Figure 1. Routed clock nets over the placement (run 1).
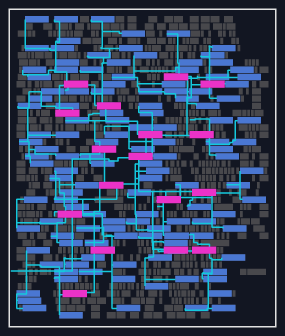
Figure 2. Wiring by layer (run 1).
Bar = 20 um. Two of the layers only.
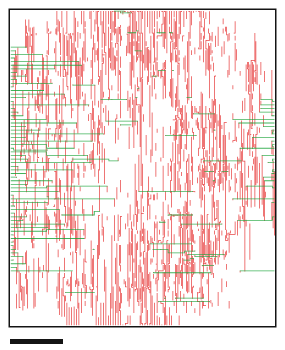
Figure 3. Clock nets (run 1).
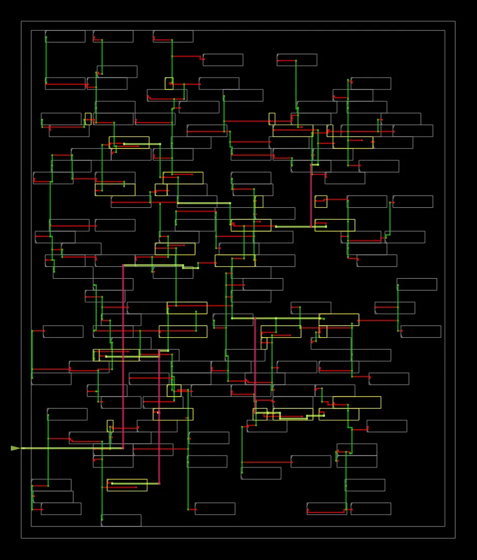
--- config.mk ---
export PLATFORM = sky130hd
export DESIGN_NAME = jtag_cmd_sequencer
export DESIGN_NICKNAME = d
export VERILOG_FILES = /design/src/rtl/jtag_seq_pkg.sv /design/src/rtl/jtag_seq_watchdog.sv /design/src/rtl/jtag_cmd_sequencer.sv
export SDC_FILE = /design/constraint.sdc
export NUM_CORES = 1
export LEC_CHECK = 0
export ABC_AREA = 1
export CAP_MARGIN = 5
export CORE_ASPECT_RATIO = 1.2
export CORE_MARGIN = 2
export CORE_UTILIZATION = 50
export CTS_BUF_LIST = sky130_fd_sc_hd__clkbuf_16
export CTS_CLUSTER_DIAMETER = 120
export DETAILED_ROUTE_END_ITERATION = 16
export PLACE_DENSITY = 0.84
export SLEW_MARGIN = 20
export SYNTH_ARGS = -nofsm -noshare
export SYNTH_HDL_FRONTEND = slang
export SYNTH_SLANG_ARGS = --single-unit
--- constraint.sdc ---
create_clock -name tck -period 2.8 [get_ports tck]
set_input_delay 0.56 -clock tck [delete_from_list [all_inputs] [get_ports tck]]
set_output_delay 0.56 -clock tck [all_outputs]
set_load 0.02 [all_outputs]
--- src/rtl/jtag_seq_pkg.sv ---
// ----------------------------------------------------------------------------
// jtag_seq_pkg
// Shared definitions for the JTAG command sequencer:
//   - USEROP opcode values
//   - FSM state encoding
//   - USERDATA capture view selection
//   - bit positions of the flags inside the status word
// No ports (package).
// ----------------------------------------------------------------------------
package jtag_seq_pkg;

    // Opcodes carried in the TAP USEROP register; anything else is a NOP
    localparam logic [7:0] OP_SET_ADDR = 8'h01;
    localparam logic [7:0] OP_WRITE    = 8'h02;
    localparam logic [7:0] OP_READ     = 8'h03;
    localparam logic [7:0] OP_STATUS   = 8'h04;
    localparam logic [7:0] OP_CLR_ERR  = 8'h05;

    // Sequencer states: waiting for a command, or holding a bus request
    typedef enum logic {
        IDLE = 1'b0,
        BUS  = 1'b1
    } state_e;

    // What the USERDATA capture path presents
    typedef enum logic {
        RDATA  = 1'b0,
        STATUS = 1'b1
    } view_e;

    // Status word flag positions
    localparam int ST_BUSY = 31;
    localparam int ST_TMO  = 30;
    localparam int ST_BERR = 29;
    localparam int ST_OVR  = 28;

endpackage

--- src/rtl/jtag_seq_watchdog.sv ---
// ----------------------------------------------------------------------------
// jtag_seq_watchdog
// Clear/enable cycle counter guarding a pending bus request.
// Ports:
//   clk_i   clock
//   rst_ni  asynchronous active-low reset
//   clr_i   forces the count back to zero
//   en_i    counts one per clock while high
//   tc_o    terminal count: high during the TIMEOUT-th enabled cycle
// ----------------------------------------------------------------------------
module jtag_seq_watchdog #(
    parameter int TIMEOUT = 255,
    parameter int CNT_W   = 16
) (
    input  logic clk_i,
    input  logic rst_ni,
    input  logic clr_i,
    input  logic en_i,
    output logic tc_o
);

    logic [CNT_W-1:0] cnt_q;
    logic [CNT_W-1:0] cnt_d;

    // Count holds the number of enabled cycles already elapsed, so the
    // terminal count fires in the cycle that completes TIMEOUT of them
    always_comb begin
        cnt_d = cnt_q;
        if (clr_i) begin
            cnt_d = '0;
        end else if (en_i) begin
            cnt_d = cnt_q + 1'b1;
        end
    end

    always_ff @(posedge clk_i or negedge rst_ni) begin
        if (!rst_ni) begin
            cnt_q <= '0;
        end else begin
            cnt_q <= cnt_d;
        end
    end

    assign tc_o = en_i && (cnt_q == CNT_W'(TIMEOUT - 1));

endmodule

--- src/rtl/jtag_cmd_sequencer.sv ---
// ----------------------------------------------------------------------------
// jtag_cmd_sequencer
// Turns TAP USEROP/USERDATA updates into single-beat bus transactions on tck.
// Each rising edge of user_op_rdy is one command (SET_ADDR, WRITE, READ,
// STATUS, CLR_ERR, else NOP). Read data or the status word is returned on
// user_rdata for the USERDATA capture.
// Build option: define JTAG_SEQ_AUTOINC_EN to advance the address by
// ADDR_STEP after every error-free acknowledged transaction.
// Ports:
//   tck, trst                         clock, async active-low reset
//   user_op, user_op_rdy, user_wdata  TAP user register inputs
//   user_rdata                        TAP USERDATA capture value
//   bus_req, bus_we, bus_addr,
//   bus_wdata                         bus request (held until ack/timeout)
//   bus_ack, bus_err, bus_rdata       bus response
//   busy                              high while a transaction is pending
// ----------------------------------------------------------------------------
module jtag_cmd_sequencer
    import jtag_seq_pkg::*;
#(
    parameter int ADDR_W    = 32,
    parameter int DATA_W    = 32,
    parameter int OP_W      = 8,
    parameter int TIMEOUT   = 255,
    parameter int ADDR_STEP = 4
) (
    input  logic              tck,
    input  logic              trst,
    input  logic [OP_W-1:0]   user_op,
    input  logic              user_op_rdy,
    input  logic [DATA_W-1:0] user_wdata,
    output logic [DATA_W-1:0] user_rdata,
    output logic              bus_req,
    output logic              bus_we,
    output logic [ADDR_W-1:0] bus_addr,
    output logic [DATA_W-1:0] bus_wdata,
    input  logic              bus_ack,
    input  logic              bus_err,
    input  logic [DATA_W-1:0] bus_rdata,
    output logic              busy
);

`ifdef JTAG_SEQ_AUTOINC_EN
    localparam logic AUTOINC = 1'b1;
`else
    localparam logic AUTOINC = 1'b0;
`endif

    state_e            state_q;
    view_e             view_q;
    logic              user_op_rdy_q;
    logic [ADDR_W-1:0] addr_q;
    logic [DATA_W-1:0] wdata_q;
    logic [DATA_W-1:0] rdata_q;
    logic [OP_W-1:0]   last_op_q;
    logic              bus_req_q;
    logic              bus_we_q;
    logic              busy_q;
    logic              tmo_err_q;
    logic              bus_err_q;
    logic              overrun_q;
    logic              cmd_stb;
    logic              wd_tc;
    logic [DATA_W-1:0] status_w;

    // One command per rising edge, however long the TAP holds the strobe
    assign cmd_stb = user_op_rdy & ~user_op_rdy_q;

    jtag_seq_watchdog #(
        .TIMEOUT (TIMEOUT),
        .CNT_W   (16)
    ) u_watchdog (
        .clk_i  (tck),
        .rst_ni (trst),
        .clr_i  (state_q != BUS),
        .en_i   (state_q == BUS),
        .tc_o   (wd_tc)
    );

    // Command FSM; all bus-facing outputs are registered here
    always_ff @(posedge tck or negedge trst) begin
        if (!trst) begin
            state_q       <= IDLE;
            view_q        <= STATUS;
            user_op_rdy_q <= 1'b0;
            addr_q        <= '0;
            wdata_q       <= '0;
            rdata_q       <= '0;
            last_op_q     <= '0;
            bus_req_q     <= 1'b0;
            bus_we_q      <= 1'b0;
            busy_q        <= 1'b0;
            tmo_err_q     <= 1'b0;
            bus_err_q     <= 1'b0;
            overrun_q     <= 1'b0;
        end else begin
            user_op_rdy_q <= user_op_rdy;
            case (state_q)
                IDLE: begin
                    if (cmd_stb) begin
                        last_op_q <= user_op;
                        case (user_op)
                            OP_W'(OP_SET_ADDR): begin
                                addr_q <= user_wdata[ADDR_W-1:0];
                            end
                            OP_W'(OP_WRITE): begin
                                wdata_q   <= user_wdata;
                                bus_we_q  <= 1'b1;
                                bus_req_q <= 1'b1;
                                busy_q    <= 1'b1;
                                state_q   <= BUS;
                            end
                            OP_W'(OP_READ): begin
                                bus_we_q  <= 1'b0;
                                bus_req_q <= 1'b1;
                                busy_q    <= 1'b1;
                                state_q   <= BUS;
                            end
                            OP_W'(OP_STATUS): begin
                                view_q <= STATUS;
                            end
                            OP_W'(OP_CLR_ERR): begin
                                tmo_err_q <= 1'b0;
                                bus_err_q <= 1'b0;
                                overrun_q <= 1'b0;
                            end
                            default: begin
                            end
                        endcase
                    end
                end
                BUS: begin
                    // Commands arriving mid-transaction are lost; flag it
                    if (cmd_stb) begin
                        overrun_q <= 1'b1;
                    end
                    // An ack in the watchdog's final cycle still completes normally
                    if (bus_ack) begin
                        bus_req_q <= 1'b0;
                        busy_q    <= 1'b0;
                        state_q   <= IDLE;
                        if (bus_err) begin
                            bus_err_q <= 1'b1;
                        end else if (AUTOINC) begin
                            addr_q <= addr_q + ADDR_W'(ADDR_STEP);
                        end
                        if (!bus_we_q) begin
                            rdata_q <= bus_rdata;
                            view_q  <= RDATA;
                        end
                    end else if (wd_tc) begin
                        tmo_err_q <= 1'b1;
                        bus_req_q <= 1'b0;
                        busy_q    <= 1'b0;
                        state_q   <= IDLE;
                    end
                end
                default: begin
                    state_q <= IDLE;
                end
            endcase
        end
    end

    // Status word: flags in the top nibble, last accepted opcode at the bottom
    always_comb begin
        status_w             = '0;
        status_w[ST_BUSY]    = busy_q;
        status_w[ST_TMO]     = tmo_err_q;
        status_w[ST_BERR]    = bus_err_q;
        status_w[ST_OVR]     = overrun_q;
        status_w[OP_W-1:0]   = last_op_q;
    end

    assign user_rdata = (view_q == RDATA) ? rdata_q : status_w;
    assign bus_req    = bus_req_q;
    assign bus_we     = bus_we_q;
    assign bus_addr   = addr_q;
    assign bus_wdata  = wdata_q;
    assign busy       = busy_q;

endmodule

==> flow_summary.ini, run 1 <==
; yosys + openroad results
[critical_path]
path_depth = 3
slowest_stage = clkdlybuf4s50_1
r2r_slack_ns = 0.57
crit_path_end_kind = output pin
critPathArrivalTime_ns = 2.11
reg2reg_from = state_q

[placed_design]
numPortBuffers = 175
placed_cells = 918

[power_and_ir_drop]
p_seq_frac = 0.429
p_total_uw = 4593
peakVddDrop_mv = 0.4786

[synth]
synth_top_flop_cell = dfrtp_1
synthTopLogicFamily = simple AND/OR/NAND/NOR gates
yosys-stat-area_mm2 = 0.005518
aoi_share = 0.1254
ys_sh_adder = 0.004535
yosys.area.top_type = dfrtp_1
ys_cells = 635
synthArstFlopShare = 1.000

[clocking]
clk_pin_slew_ns = 0.05
clock_path_buffers = 2
htreeDepth = 4

[finish]
fillers = 781
areaGrowthSynthToFinish_pct = 42.72
antennaDiodeCount = 0
fin_cells = 950
seq_share = 0.4069
nNonClkInverters = 85
comb_cells = 394
drive_gt1_frac = 0.08313

[sta]
final_max_slew_viol_count = 0
fmax_ghz = 0.3741
finalCritPeriodShare = 0.9547
setup_ws_ns = 0.1268

[floorplanning]
die_h_um = 119.1
die_area_mm2 = 0.01190

[routing]
drt_iter0_drc = 237
wl_met3_um = 1207

[run_status]
status = complete, no violations

[grt]
grt_pass1_wl_um = 23440

[worst_hold_path]
hold_class = input port to asynchronous set/reset pin
Notes on Figure 1 above:
[magenta] cells driving clock nets | count: 17
[cyan] clock wires | length: 1530 um
[blue] flip-flops | count: 128
flops lie	all over the die
Power Clock: 2050 uW
Worst Clk Skew: 0.006079 ns
part of the power in the clock network: 0.447
clk latency late pin: 0.41 ns

Notes on Figure 2 above:
color	layer	wire length
green	met3	1210 um
red	met2	7150 um
vias post-DR: 4744
final WL: 14080 um

Notes on Figure 3 above:
clock sink count: 128
Flops: 128
total CTS buffers: 17
clkbuf count: 17

==> inputs of run 2 (changes only) <==
SLEW_MARGIN = 10   (was 20)
Figure 4. Routed clock nets over the placement (run 2).
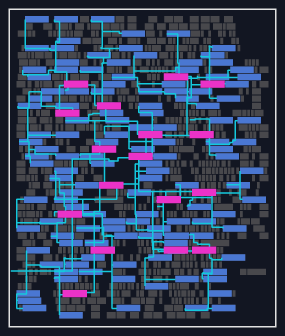

Figure 5. Cell classes on the final placement (run 2).
Fill, decap, tap and diode cells in gray.
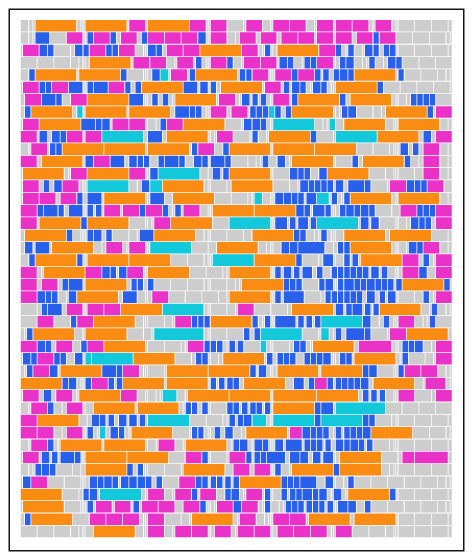
color	class	cells	share of their area
magenta	other buffers and delay cells	179	23%
cyan	clock drivers and dummy loads	32	7.2%
orange	flip-flops	128	42%
blue	all other logic	479	28%
Seq/total area: 0.4069
finished layout cell area: 0.007875 mm^2
Rows: 42

Figure 6. Clock nets (run 2).
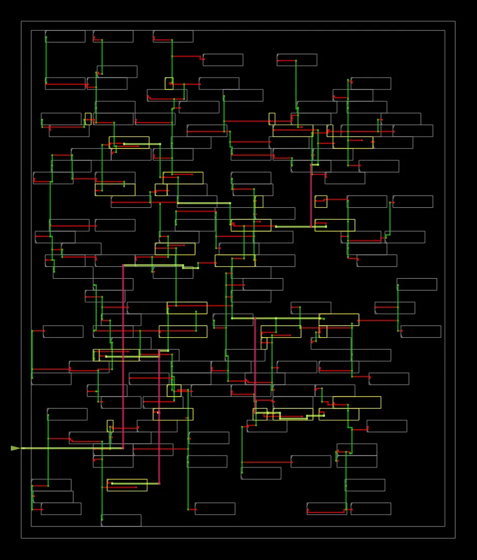

==> run 2 against run 1 <==
Effect of this change: sequential share of layout area stayed put; utilization did not move; die area did not move; largest cell class unchanged; highest routed layer unchanged; critical endpoint unchanged; clock skew unchanged.
==> flow_summary.ini, run 2 <==
; yosys + openroad results
[synth]
muxShareOfSynthArea = 0
synth_top_flop_cell = dfrtp_1
yosys-stat-area_mm2 = 0.005518
top_cell = nand2_1
ys_cells = 635
synth.avg_cell_area_um2 = 8.689
yosys.area.top_type = dfrtp_1
synthTopLogicFamily = simple AND/OR/NAND/NOR gates
synthArstFlopShare = 1.000
aoi_share = 0.1254
ys_sh_adder = 0.004535
ys_sh_simple = 0.2007

[power_and_ir_drop]
power_density_mw_per_mm2 = 583.2
pg_clk_uw = 2050
power_switching_uw = 1104
clkPwrFrac = 0.447
pg_comb_uw = 570
p_seq_frac = 0.429
p_total_uw = 4593
peakVddDrop_mv = 0.4786

[grt]
antenna_found_initial = 0
grt_pass1_wl_um = 23440
met2_usage = 0.4189
grt_usage = 0.2500
use_met3 = 0.08979

[routing]
drt_iter0_drc = 237
vias = 4744
top_layer_used = met4
drc = 0
wl_met3_um = 1207
routed_wl_um = 14080
wl_met2_um = 7146
via_per_inst = 4.994

[finish]
drive_gt1_frac = 0.08313
fillers = 781
clock_buffers = 17
nNonClkInverters = 85
areaGrowthSynthToFinish_pct = 42.72
comb_cells = 394
antennaDiodeCount = 0
design.seq.count = 128
buffers = 179
fin_cells = 950

[clocking]
clock_path_buffers = 2
clk_pin_slew_ns = 0.05
numCtsBuffers = 17
cts_tree = done
insertion_delay_ns = 0.41
htreeDepth = 4
cts.sinks = 128

[floorplanning]
taps = 132
die_h_um = 119.1
die_area_mm2 = 0.01190

[sta]
rsz0062_at_grt = no
finalCritPeriodShare = 0.9547
setup_ws_ns = 0.1268
fmax_ghz = 0.3741
tns_ns = 0
final_max_slew_viol_count = 0
fin_worst_skew_ns = 0.006079

[placed_design]
numPortBuffers = 175
pre_cts_ws_ns = 0.3731
placed_area_mm2 = 0.007317
placed_cells = 918

[critical_path]
path_depth = 3
crit_path_end_kind = output pin
cp_num_buf_inv = 2
reg2reg_from = state_q
crit_start = view_q
r2r_cells = 7
slowest_stage = clkdlybuf4s50_1
critPathArrivalTime_ns = 2.11
critPathTopFamily = buffers and inverters
r2r_slack_ns = 0.57

[worst_hold_path]
hold_class = input port to asynchronous set/reset pin

[run_status]
status = complete, no violations
No activity file was given, so power comes from the tool's default toggle rates.
